**config.mk**
```make
export PLATFORM = sky130hd
export DESIGN_NAME = reset_sequencer_flat
export DESIGN_NICKNAME = d
export VERILOG_FILES = /design/src/rtl/reset_sequencer_if.sv /design/src/rtl/reset_sequencer.sv /design/src/flat_wrapper.sv
export SDC_FILE = /design/constraint.sdc
export NUM_CORES = 1
export LEC_CHECK = 0
export CORE_ASPECT_RATIO = 0.6
export CORE_MARGIN = 2
export CORE_UTILIZATION = 53
export DETAILED_ROUTE_END_ITERATION = 8
export PLACE_DENSITY_LB_ADDON = 0.1
export SLEW_MARGIN = 30
export SYNTH_ARGS = -nofsm -noshare
export SYNTH_HDL_FRONTEND = slang
export SYNTH_SLANG_ARGS = --single-unit
```
**constraint.sdc**
```tcl
create_clock -name clk -period 2.71 [get_ports clk]
set_input_delay 0.813 -clock clk [delete_from_list [all_inputs] [get_ports clk]]
set_output_delay 0.813 -clock clk [all_outputs]
set_load 0.05 [all_outputs]
```
**src/rtl/reset_sequencer_if.sv**
```systemverilog
// Signal bundle between the ADPLL reset sequencer and the stages it controls.
// master: the sequencer side; slave: the stage/requester side.
interface reset_sequencer_if #(
  parameter int N_STAGES = 4
);
  logic                soft_rst_req;
  logic [N_STAGES-1:0] stage_ready;
  logic [N_STAGES-1:0] stage_rst;
  logic [2:0]          cur_stage;
  logic                seq_busy;
  logic                seq_done;
  logic                fault;

  modport master (
    input  soft_rst_req, stage_ready,
    output stage_rst, cur_stage, seq_busy, seq_done, fault
  );

  modport slave (
    output soft_rst_req, stage_ready,
    input  stage_rst, cur_stage, seq_busy, seq_done, fault
  );
endinterface

```
**src/rtl/reset_sequencer.sv**
```systemverilog
// Staged reset release for the ADPLL stages: hold all, then release in index order on ready.
// Define RST_SEQ_TIMEOUT_EN to add the stage-ready timeout and FAULT state.
//
// state      | meaning
// S_HOLD     | all stages in reset, counting the settle time
// S_WAIT_RDY | stages 0..cur_stage released, waiting on stage_ready[cur_stage]
// S_DONE     | all stages released and ready, outputs frozen
// S_FAULT    | stage_ready timeout; all stages back in reset (timeout build only)
module reset_sequencer #(
  parameter int N_STAGES       = 4,
  parameter int HOLD_CYCLES    = 16,
  parameter int TIMEOUT_CYCLES = 255,
  parameter int CNT_W          = 8
) (
  input  logic              clk,
  input  logic              rst_async_n,
  reset_sequencer_if.master bus
);

`ifdef RST_SEQ_TIMEOUT_EN
  typedef enum logic [1:0] {
    S_HOLD     = 2'd0,
    S_WAIT_RDY = 2'd1,
    S_DONE     = 2'd2,
    S_FAULT    = 2'd3
  } state_t;
`else
  typedef enum logic [1:0] {
    S_HOLD     = 2'd0,
    S_WAIT_RDY = 2'd1,
    S_DONE     = 2'd2
  } state_t;
`endif

  localparam int CNT_MAX = (HOLD_CYCLES > TIMEOUT_CYCLES) ? HOLD_CYCLES : TIMEOUT_CYCLES;
  localparam logic [CNT_W-1:0]    HOLD_LAST  = CNT_W'(HOLD_CYCLES - 1);
  localparam logic [CNT_W-1:0]    CNT_SAT    = CNT_W'(CNT_MAX);
  localparam logic [2:0]          LAST_STAGE = 3'(N_STAGES - 1);
  localparam logic [N_STAGES-1:0] ONE_HOT0   = N_STAGES'(1);

  state_t              state_q, state_d;
  logic [CNT_W-1:0]    cnt_q, cnt_d;
  logic [2:0]          stage_q, stage_d;
  logic [N_STAGES-1:0] rst_q, rst_d;
  logic [CNT_W-1:0]    cnt_inc;
  logic                ready_cur;

  // Masked select keeps the index in range for any N_STAGES below 8.
  assign ready_cur = |(bus.stage_ready & (ONE_HOT0 << stage_q));
  assign cnt_inc   = (cnt_q == CNT_SAT) ? cnt_q : cnt_q + CNT_W'(1);

  always_ff @(posedge clk or negedge rst_async_n) begin
    if (!rst_async_n) begin
      state_q <= S_HOLD;
      cnt_q   <= '0;
      stage_q <= '0;
      rst_q   <= '1;
    end else begin
      state_q <= state_d;
      cnt_q   <= cnt_d;
      stage_q <= stage_d;
      rst_q   <= rst_d;
    end
  end

  always_comb begin
    state_d = state_q;
    cnt_d   = cnt_q;
    stage_d = stage_q;
    rst_d   = rst_q;
    if (bus.soft_rst_req) begin
      state_d = S_HOLD;
      cnt_d   = '0;
      stage_d = '0;
      rst_d   = '1;
    end else begin
      case (state_q)
        S_HOLD: begin
          if (cnt_q == HOLD_LAST) begin
            state_d = S_WAIT_RDY;
            cnt_d   = '0;
            stage_d = '0;
            rst_d   = rst_q & ~ONE_HOT0;
          end else begin
            cnt_d = cnt_inc;
          end
        end
        S_WAIT_RDY: begin
          if (ready_cur) begin
            if (stage_q == LAST_STAGE) begin
              state_d = S_DONE;
            end else begin
              stage_d = stage_q + 3'd1;
              rst_d   = rst_q & ~(ONE_HOT0 << (stage_q + 3'd1));
              cnt_d   = '0;
            end
          end
`ifdef RST_SEQ_TIMEOUT_EN
          else if (cnt_q == CNT_W'(TIMEOUT_CYCLES - 1)) begin
            state_d = S_FAULT;
            rst_d   = '1;
          end else begin
            cnt_d = cnt_inc;
          end
`endif
        end
        S_DONE: begin
          state_d = S_DONE;
        end
`ifdef RST_SEQ_TIMEOUT_EN
        S_FAULT: begin
          state_d = S_FAULT;
        end
`endif
        default: begin
          state_d = S_HOLD;
          cnt_d   = '0;
          stage_d = '0;
          rst_d   = '1;
        end
      endcase
    end
  end

  assign bus.stage_rst = rst_q;
  assign bus.cur_stage = stage_q;
  assign bus.seq_busy  = (state_q == S_HOLD) || (state_q == S_WAIT_RDY);
  assign bus.seq_done  = (state_q == S_DONE);
`ifdef RST_SEQ_TIMEOUT_EN
  assign bus.fault     = (state_q == S_FAULT);
`else
  assign bus.fault     = 1'b0;
`endif

endmodule
```
**src/flat_wrapper.sv**
```systemverilog
// flat-port wrapper written by rule: the top's interface ports become plain ports
module reset_sequencer_flat 
#(
  parameter int N_STAGES       = 4,
  parameter int HOLD_CYCLES    = 16,
  parameter int TIMEOUT_CYCLES = 255,
  parameter int CNT_W          = 8
)
  (clk, rst_async_n, bus_soft_rst_req, bus_stage_ready, bus_stage_rst, bus_cur_stage, bus_seq_busy, bus_seq_done, bus_fault);
  reset_sequencer_if #(.N_STAGES(N_STAGES)) bus_i ();
  input  logic clk;
  input  logic rst_async_n;
  input wire logic [$bits(bus_i.soft_rst_req)-1:0] bus_soft_rst_req;
  input wire logic [$bits(bus_i.stage_ready)-1:0] bus_stage_ready;
  output wire logic [$bits(bus_i.stage_rst)-1:0] bus_stage_rst;
  output wire logic [$bits(bus_i.cur_stage)-1:0] bus_cur_stage;
  output wire logic [$bits(bus_i.seq_busy)-1:0] bus_seq_busy;
  output wire logic [$bits(bus_i.seq_done)-1:0] bus_seq_done;
  output wire logic [$bits(bus_i.fault)-1:0] bus_fault;
  assign bus_i.soft_rst_req = bus_soft_rst_req;
  assign bus_i.stage_ready = bus_stage_ready;
  assign bus_stage_rst = bus_i.stage_rst;
  assign bus_cur_stage = bus_i.cur_stage;
  assign bus_seq_busy = bus_i.seq_busy;
  assign bus_seq_done = bus_i.seq_done;
  assign bus_fault = bus_i.fault;
  reset_sequencer #(.N_STAGES(N_STAGES), .HOLD_CYCLES(HOLD_CYCLES), .TIMEOUT_CYCLES(TIMEOUT_CYCLES), .CNT_W(CNT_W)) u_core (.clk(clk), .rst_async_n(rst_async_n), .bus(bus_i));
endmodule
```
==> flow_summary.yaml, run 1 <==
# synthesis and place-and-route metrics
layout:
  clkbuf_count: 4
  largest_reg_flops: 8
  area_growth_pct: 17.9
  largest_class: "logic gates"
  regArea_um2: 430
  buf_share: 0.133
  comb_share: 0.486
  clock_cell_area_share: 0.0192
  seq_share: 0.314
pwr:
  leakagePower_nw: 0.613
die:
  io_pins: 17
  fp.coreArea_um2: 2110
clocking:
  cts_resized: 0
  clock_sinks: 17
  ctsHtreeMaxLevel: 1
  path_clk_slew_ns: 0.10
  numCtsBuffers: 3
  worstSkewPairLatency_ns: 0.30
final_timing:
  grt_setup_unrepaired: "false"
  hold_slack_ns: 0.474
  finalClockPeriodUsage: 0.910
  setup_ws_ns: 0.245
  maxSlewViolCount: 0
synth:
  ys.flop_type: "dfrtp_1"
  yosysMostFrequentCell: "dfrtp_1"
  top_area_frac: 0.280
  ys_cells: 117
  area_leaders: "dfrtp_1, ha_1, dfstp_2"
setup_path:
  cp-end-kind: "output port"
  cp_max_fo: 3
  worstSetupStartpoint: "u_core.bus.stage_rst[0]"
  r2r_setup_slack_ns: 0.50
drt:
  wl_met1_mm: 1.36
  drc: 0
  vias: 963
placement:
  place_area_um2: 1340
  hpwl_mm: 2.18
grt:
  grt_pass1_wl_mm: 4.33
status:
  status: "completed"
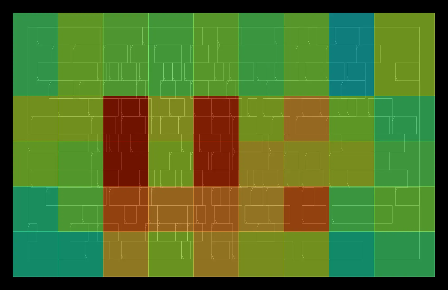
(run_1/final_congestion.png)
met3 usage: 0.0618
met2 Use GR: 0.341
met1 Use GR: 0.339

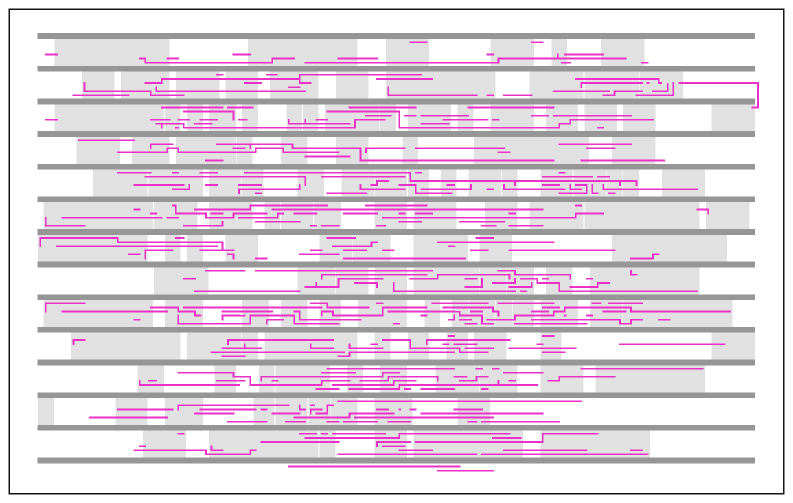
(run_1/met1.png)
Drawn at 12 px/um. Supply wires on this layer in grey. Cells faint in the background.
The wires run mostly horizontal. The layer holds 51% of the routed length. 134 nets have wire on it. The longest straight run is 22.5 um.

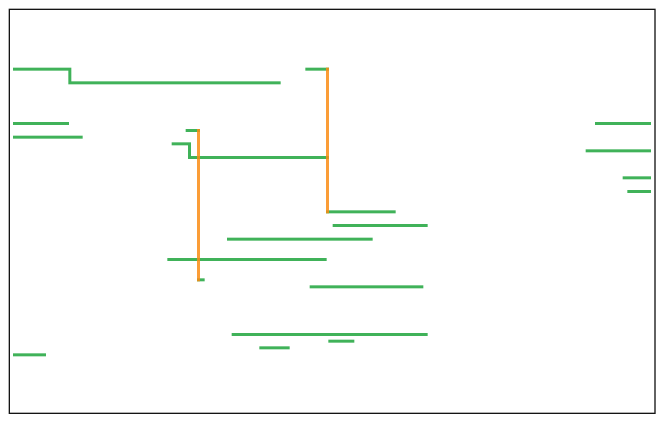
(run_1/metal_stack.png)
Drawn at 10 px/um. Only two layers are drawn.
Key: green = met3 [wire length 160 um]; orange = met4 [wire length 29.2 um]

## Run 2: what changed since run 1
Settings changed: CORE_UTILIZATION 53 to 48.
Clock period 2.71 ns to 2.2 ns, I/O delays scaled along.
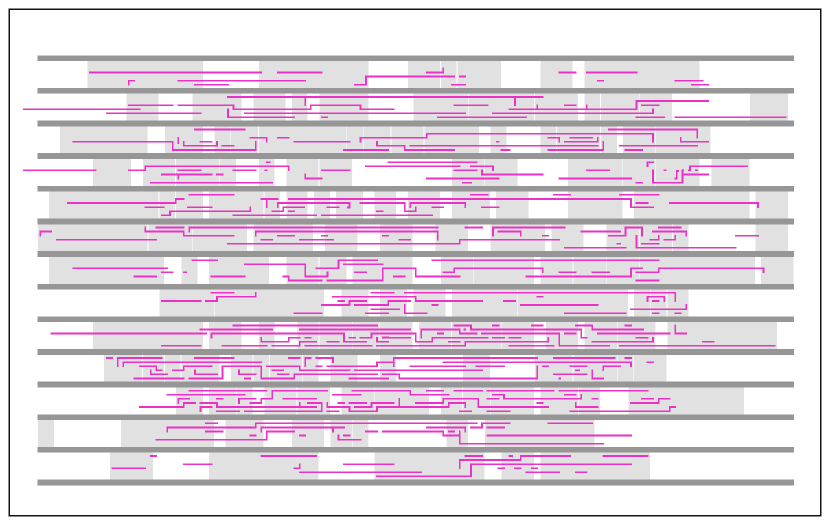
(run_2/met1.png)
Drawn at 12 px/um. Supply wires on this layer in grey. Cells faint in the background.
The layer carries 1490 um of wire. 152 nets have wire on it.

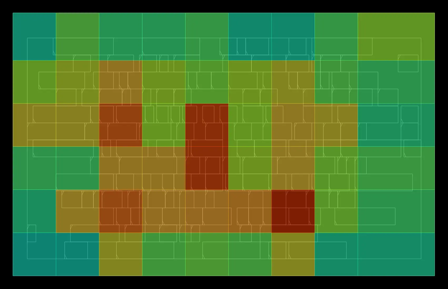
(run_2/final_congestion.png)
grt peak-use layer: met1
met2 Use GR: 0.288

==> run 2 against run 1 <==
Net effect:
- sequential cell count is the same
- clock power grew 65%
- critical path type unchanged
- combinational power grew 44%
- via count grew 7.9%
- sequential power grew 25%
- die area grew 9.6%
- cell count grew 10%
- final area grew 12%
- synthesized cell count is the same
- largest cell class unchanged
- first-iteration DRC count grew 68%
==> flow_summary.yaml, run 2 <==
# synthesis and place-and-route metrics
synth:
  ys_chip_area_um2: 1160
  ys_cells: 117
  ys.flop_type: "dfrtp_1"
  area_leaders: "dfrtp_1, ha_1, dfstp_2"
  yosysMostFrequentCell: "dfrtp_1"
status:
  status: "completed"
layout:
  area_growth_pct: 31.8
  mostFrequentLayoutCells: "buf_4, dfrtp_1, nand2_1, ha_1"
  fin_nets: 171
  largest_reg_flops: 8
  largest_class: "logic gates"
  buf_share: 0.206
  seq_share: 0.283
  comb_share: 0.440
  regArea_um2: 433
  clock_cell_area_share: 0.0294
  clkbuf_count: 4
  drive_above_1_share: 0.320
pwr:
  leakagePower_nw: 0.722
  finalPower_mw: 1.64
  p_clk_frac: 0.142
  peakVddDrop_mv: 0.806
  power_leader: "combinational cells"
die:
  io_pins: 17
  die_w_um: 67.5
  dieArea_um2: 2840
  fp.coreArea_um2: 2230
setup_path:
  cp_top_family: "buffers and inverters"
  timing.rr.start: "u_core.bus.cur_stage[0]"
  cp_max_fo: 4
  r2r_setup_slack_ns: 0.08
  cp-end-kind: "output port"
  slowest_stage: "clkdlybuf4s50_1"
clocking:
  path_clk_slew_ns: 0.07
  clock_sinks: 17
  numCtsBuffers: 3
  worstSkewPairLatency_ns: 0.25
  cts_resized: 5
  cts_tree: "yes"
  ctsHtreeMaxLevel: 1
final_timing:
  setup_ws_ns: 0.0777
  finalClockPeriodUsage: 0.965
  maxSlewViolCount: 0
  finalSetupViolations: 0
  hold_slack_ns: 0.471
  grt_setup_unrepaired: "false"
drt:
  drc: 0
  wl_met1_mm: 1.49
  met2WireLength_mm: 1.09
  vias: 1039
grt:
  grtUsageMet1: 0.345
  use_met3: 0.0591
  grt_pass1_wl_mm: 4.55
placement:
  place_area_um2: 1470
  hpwl_mm: 2.15
  place_inst: 177
Power and IR drop assume default switching activity.
